File: src/rtl/voice_scheduler.sv
// voice_scheduler: frame-paced wavetable read scheduler and signed voice mixer
// Ports: i_clk_50 clock, i_ar sync active-high reset, i_frame_tick frame pulse;
//        i_voice_on / i_voice_step / i_wave_select voice controls;
//        o_mem_addr, o_mem_rd, i_mem_done, i_mem_dout sample-memory read port;
//        o_mix_out / o_mix_valid mixed big-endian sample; o_overrun / o_mem_timeout sticky errors.
// Option: define MIX_SAT_EN to saturate the mix to 16 bits instead of wrapping it.
module voice_scheduler #(
    parameter int NUM_VOICES = 4,
    parameter int PHASE_W    = 13,
    parameter int TIMEOUT    = 64
) (
    input  logic                    i_clk_50,
    input  logic                    i_ar,
    input  logic                    i_frame_tick,
    input  logic [NUM_VOICES-1:0]   i_voice_on,
    input  logic [8*NUM_VOICES-1:0] i_voice_step,
    input  logic [1:0]              i_wave_select,
    output logic [PHASE_W+1:0]      o_mem_addr,
    output logic                    o_mem_rd,
    input  logic                    i_mem_done,
    input  logic [15:0]             i_mem_dout,
    output logic [15:0]             o_mix_out,
    output logic                    o_mix_valid,
    output logic                    o_overrun,
    output logic                    o_mem_timeout
);
    localparam int VW = $clog2(NUM_VOICES);
    localparam int AW = 16 + VW;
    localparam int TW = $clog2(TIMEOUT + 1);
    typedef enum logic [2:0] {IDLE, SELECT, ISSUE, WAIT, OUTPUT} state_t;
    state_t                r_state;
    state_t                w_next;
    logic [NUM_VOICES-1:0] r_snap_on;
    logic [1:0]            r_snap_ws;
    logic [VW-1:0]         r_v;
    logic [AW-1:0]         r_acc;
    logic [PHASE_W-1:0]    r_phase [NUM_VOICES];
    logic [TW-1:0]         r_tcnt;
    logic [15:0]           r_mix_out;
    logic                  r_mix_valid;
    logic                  r_overrun;
    logic                  r_mem_timeout;
    logic [15:0]           w_sample;
    logic [15:0]           w_mix;
    logic [7:0]            w_step;
    logic                  w_last;
    logic                  w_active;
    logic                  w_fin;
    assign w_sample = {i_mem_dout[7:0], i_mem_dout[15:8]};
    assign w_step   = i_voice_step[{r_v, 3'b000} +: 8];
    assign w_last   = r_v == VW'(NUM_VOICES - 1);
    assign w_active = r_snap_on[r_v];
    // a read finishes on data or once its TIMEOUT-th WAIT cycle passes empty
    assign w_fin    = (r_state == WAIT) && (i_mem_done || r_tcnt == TW'(TIMEOUT - 1));
`ifdef MIX_SAT_EN
    // bits above 15 that disagree with the sign bit mean the sum left 16-bit range
    assign w_mix = (r_acc[AW-1:15] == {(AW-15){r_acc[AW-1]}}) ? r_acc[15:0] :
                   (r_acc[AW-1] ? 16'h8000 : 16'h7FFF);
`else
    assign w_mix = r_acc[15:0];
`endif
    assign o_mix_out     = r_mix_out;
    assign o_mix_valid   = r_mix_valid;
    assign o_overrun     = r_overrun;
    assign o_mem_timeout = r_mem_timeout;
    always_ff @(posedge i_clk_50) r_state <= i_ar ? IDLE : w_next;
    always_comb begin
        w_next = r_state;
        case (r_state)
            IDLE:    w_next = i_frame_tick ? SELECT : IDLE;
            SELECT:  w_next = w_active ? ISSUE : (w_last ? OUTPUT : SELECT);
            ISSUE:   w_next = WAIT;
            WAIT:    w_next = w_fin ? (w_last ? OUTPUT : SELECT) : WAIT;
            OUTPUT:  w_next = IDLE;
            default: w_next = IDLE;
        endcase
    end
    always_comb begin
        o_mem_rd   = r_state == ISSUE;
        o_mem_addr = o_mem_rd ? {r_snap_ws, r_phase[r_v]} : '0;
    end
    always_ff @(posedge i_clk_50) begin
        if (i_ar) begin
            r_snap_on     <= '0;
            r_snap_ws     <= '0;
            r_v           <= '0;
            r_acc         <= '0;
            r_tcnt        <= '0;
            r_mix_out     <= '0;
            r_mix_valid   <= 1'b0;
            r_overrun     <= 1'b0;
            r_mem_timeout <= 1'b0;
            for (int i = 0; i < NUM_VOICES; i++) r_phase[i] <= '0;
        end else begin
            r_mix_valid <= 1'b0;
            if (i_frame_tick && r_state != IDLE) r_overrun <= 1'b1;
            case (r_state)
                IDLE: begin
                    if (i_frame_tick) begin
                        r_snap_on <= i_voice_on;
                        r_snap_ws <= i_wave_select;
                        r_v       <= '0;
                        r_acc     <= '0;
                    end
                end
                SELECT: begin
                    if (!w_active) begin
                        r_phase[r_v] <= '0;
                        if (!w_last) r_v <= r_v + 1'b1;
                    end
                end
                ISSUE: r_tcnt <= '0;
                WAIT: begin
                    r_tcnt <= r_tcnt + 1'b1;
                    if (w_fin) begin
                        if (i_mem_done) r_acc <= r_acc + {{VW{w_sample[15]}}, w_sample};
                        else r_mem_timeout <= 1'b1;
                        r_phase[r_v] <= r_phase[r_v] + PHASE_W'(w_step);
                        if (!w_last) r_v <= r_v + 1'b1;
                    end
                end
                OUTPUT: begin
                    r_mix_out   <= w_mix;
                    r_mix_valid <= 1'b1;
                end
                default: ;
            endcase
        end
    end
endmodule

File: config.mk
export PLATFORM = sky130hd
export DESIGN_NAME = voice_scheduler
export DESIGN_NICKNAME = d
export VERILOG_FILES = /design/src/rtl/voice_scheduler.sv
export SDC_FILE = /design/constraint.sdc
export NUM_CORES = 1
export LEC_CHECK = 0
export CORE_MARGIN = 4
export CORE_UTILIZATION = 49
export CTS_CLUSTER_DIAMETER = 150
export DETAILED_ROUTE_END_ITERATION = 16
export HOLD_SLACK_MARGIN = 0.1
export PLACE_DENSITY = 0.79
export SLEW_MARGIN = 5
export SYNTH_ARGS = -nofsm -noshare
export SYNTH_HDL_FRONTEND = slang
export SYNTH_SLANG_ARGS = --single-unit
File: constraint.sdc
create_clock -name i_clk_50 -period 2.9 [get_ports i_clk_50]
set_input_delay 0.29 -clock i_clk_50 [delete_from_list [all_inputs] [get_ports i_clk_50]]
set_output_delay 0.29 -clock i_clk_50 [all_outputs]
set_load 0.02 [all_outputs]
==> GITHUB_STEP_SUMMARY <==
## Synthesis and layout report

| Metric | Value |
|---|---|
| Multi-Input Combinational | `436` |
| Final setup TNS | `0 ps` |
| Ratio of cells with drive above 1 in the final layout | `14.2%` |
| Deepest clock path buffer count | `2` |
| Clock Power | `0.00123 W` |
| TritonCTS clock tree | `built` |
| Achievable Freq | `0.351 GHz` |
| Post-route cell area | `0.00740 mm^2` |
| Clock-cell share of area | `4.07%` |
| Reg-to-reg slack, setup | `50 ps` |
| Comb/total area | `40.1%` |
| Setup CP Type | `flop to flop` |
| Critical path destination | `r_phase[0][6]` |
| Wire length of the first global-routing pass | `23200 um` |
| Number of cells on the critical path | `13` |
| Final-report max-slew violation count | `0` |
| Kind of capture point of the worst setup path | `flop` |
| XOR/XNOR Area Share | `3.20%` |
| Clk Tree Root Cell | `sky130_fd_sc_hd__clkbuf_16` |
| Worst rel slew slack | `35.0%` |
| Clock latency of the later-clocked register in the worst-skew pair | `350 ps` |
| CTS Sinks | `107` |
| Sequential fraction of the synthesis area | `46.3%` |
| Max Clock Skew | `8.85 ps` |
| Proportion of synthesized area in mux cells | `9.45%` |
| Worst Reg-to-Reg Cells | `13` |
| Most frequently placed logic cell in the final layout | `sky130_fd_sc_hd__clkdlybuf4s50_1` |
| Number of warnings in the stage logs | `26` |
| Fraction of met2 tracks used by global routing | `39.1%` |
| Fraction of the mapped netlist area in adder cells | `5.92%` |
| Count of distinct cell types in the synthesized netlist | `51` |
| Dominant logic cell types in the final layout | `sky130_fd_sc_hd__clkdlybuf4s50_1, sky130_fd_sc_hd__nand2_1, sky130_fd_sc_hd__nor2_1, sky130_fd_sc_hd__dfxtp_1, sky130_fd_sc_hd__edfxtp_1` |
| Group drawing the most power | `sequential cells` |
| Slowest cell on the critical path | `sky130_fd_sc_hd__dfxtp_4` |
| Register area | `0.00267 mm^2` |
| Result of the run | `finished clean` |
| Die Y-Extent | `116 um` |
| Area growth from synthesis to layout | `28.8%` |
| Cell internal pwr | `0.00260 W` |
| Clock buf count | `9` |
| Yosys reg bits | `107` |
| Count of H-tree levels built during CTS | `3` |
| Most frequently used cell type in the post-synthesis netlist | `sky130_fd_sc_hd__nand2_1` |
| Ratio of routed vias to standard cells | `5.68` |
Where the registers sit:
Other sequential cells in the stronger gray, the rest of the logic in the fainter gray.
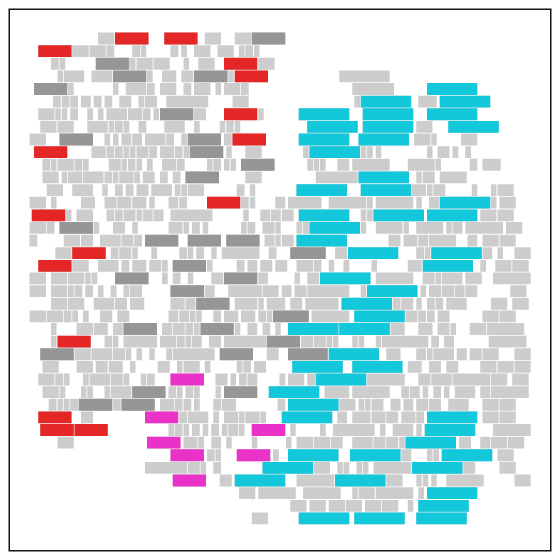
color	signal	flops
magenta	r_tcnt	7
cyan	r_phase	52
red	o_mix_out	16
not colored	32

M2 wires:
The bar under the picture is 20 um long.
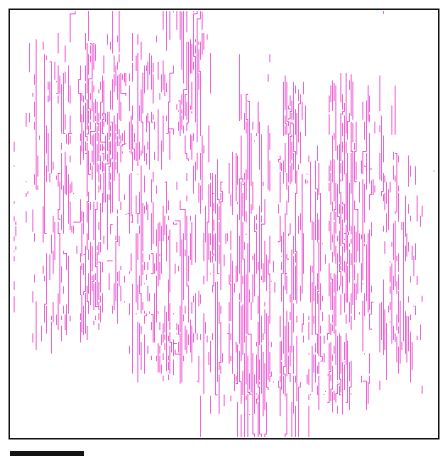
wire length on this layer	7240 um
main direction	vertical
longest straight run	48.6 um

Metal layers overlaid:
Only two layers are drawn.
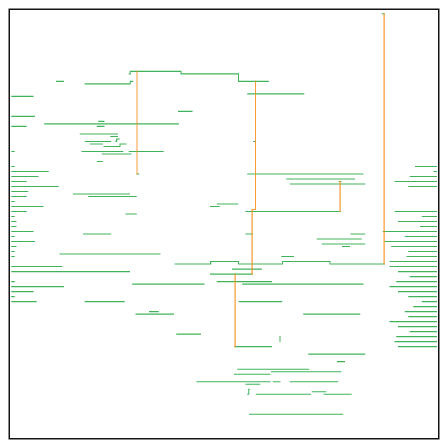
color	layer	wire length
green	metal 3	1210 um
orange	metal 4	177 um
Total Wirelength: 14500 um
Wirelength per Cell: 17.1 um
global routing usage summed across all routing layers: 22.3%
total via count in the routed design: 4826

Cell outlines without signal wires:
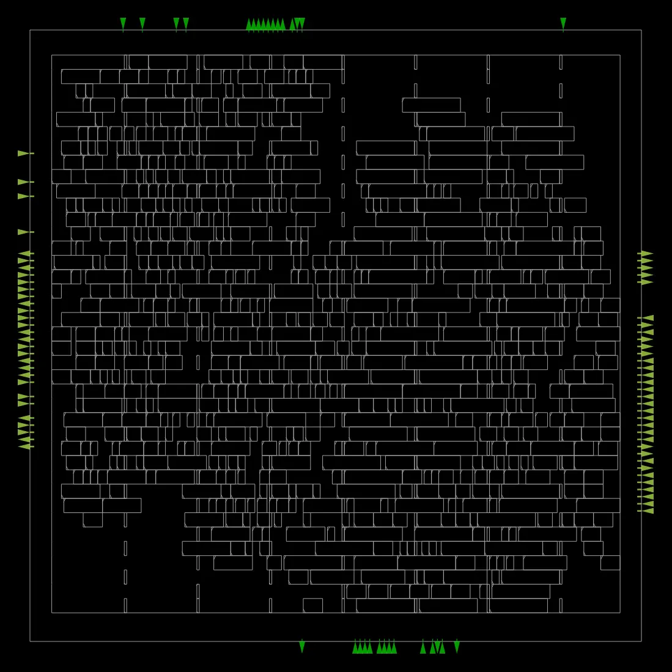
num tapcells: 143
post-layout instance count excluding filler cells: 849
standard cell core area: 0.0115 mm^2
total number of sequential cells: 107

Port wiring:
The bar under the picture is 20 um long.
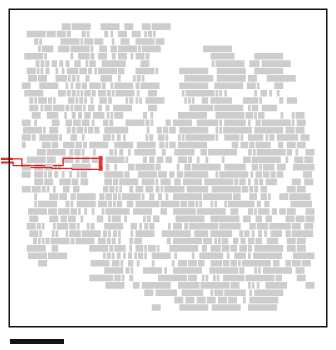
color	port	direction	edge	end cells	buffers	wire
red	i_wave_select	input	left	2	2	69.8 um
count of boundary I/O pins: 93
quantity of I/O buffers inserted on ports: 92

No activity file was given, so power comes from the tool's default toggle rates.
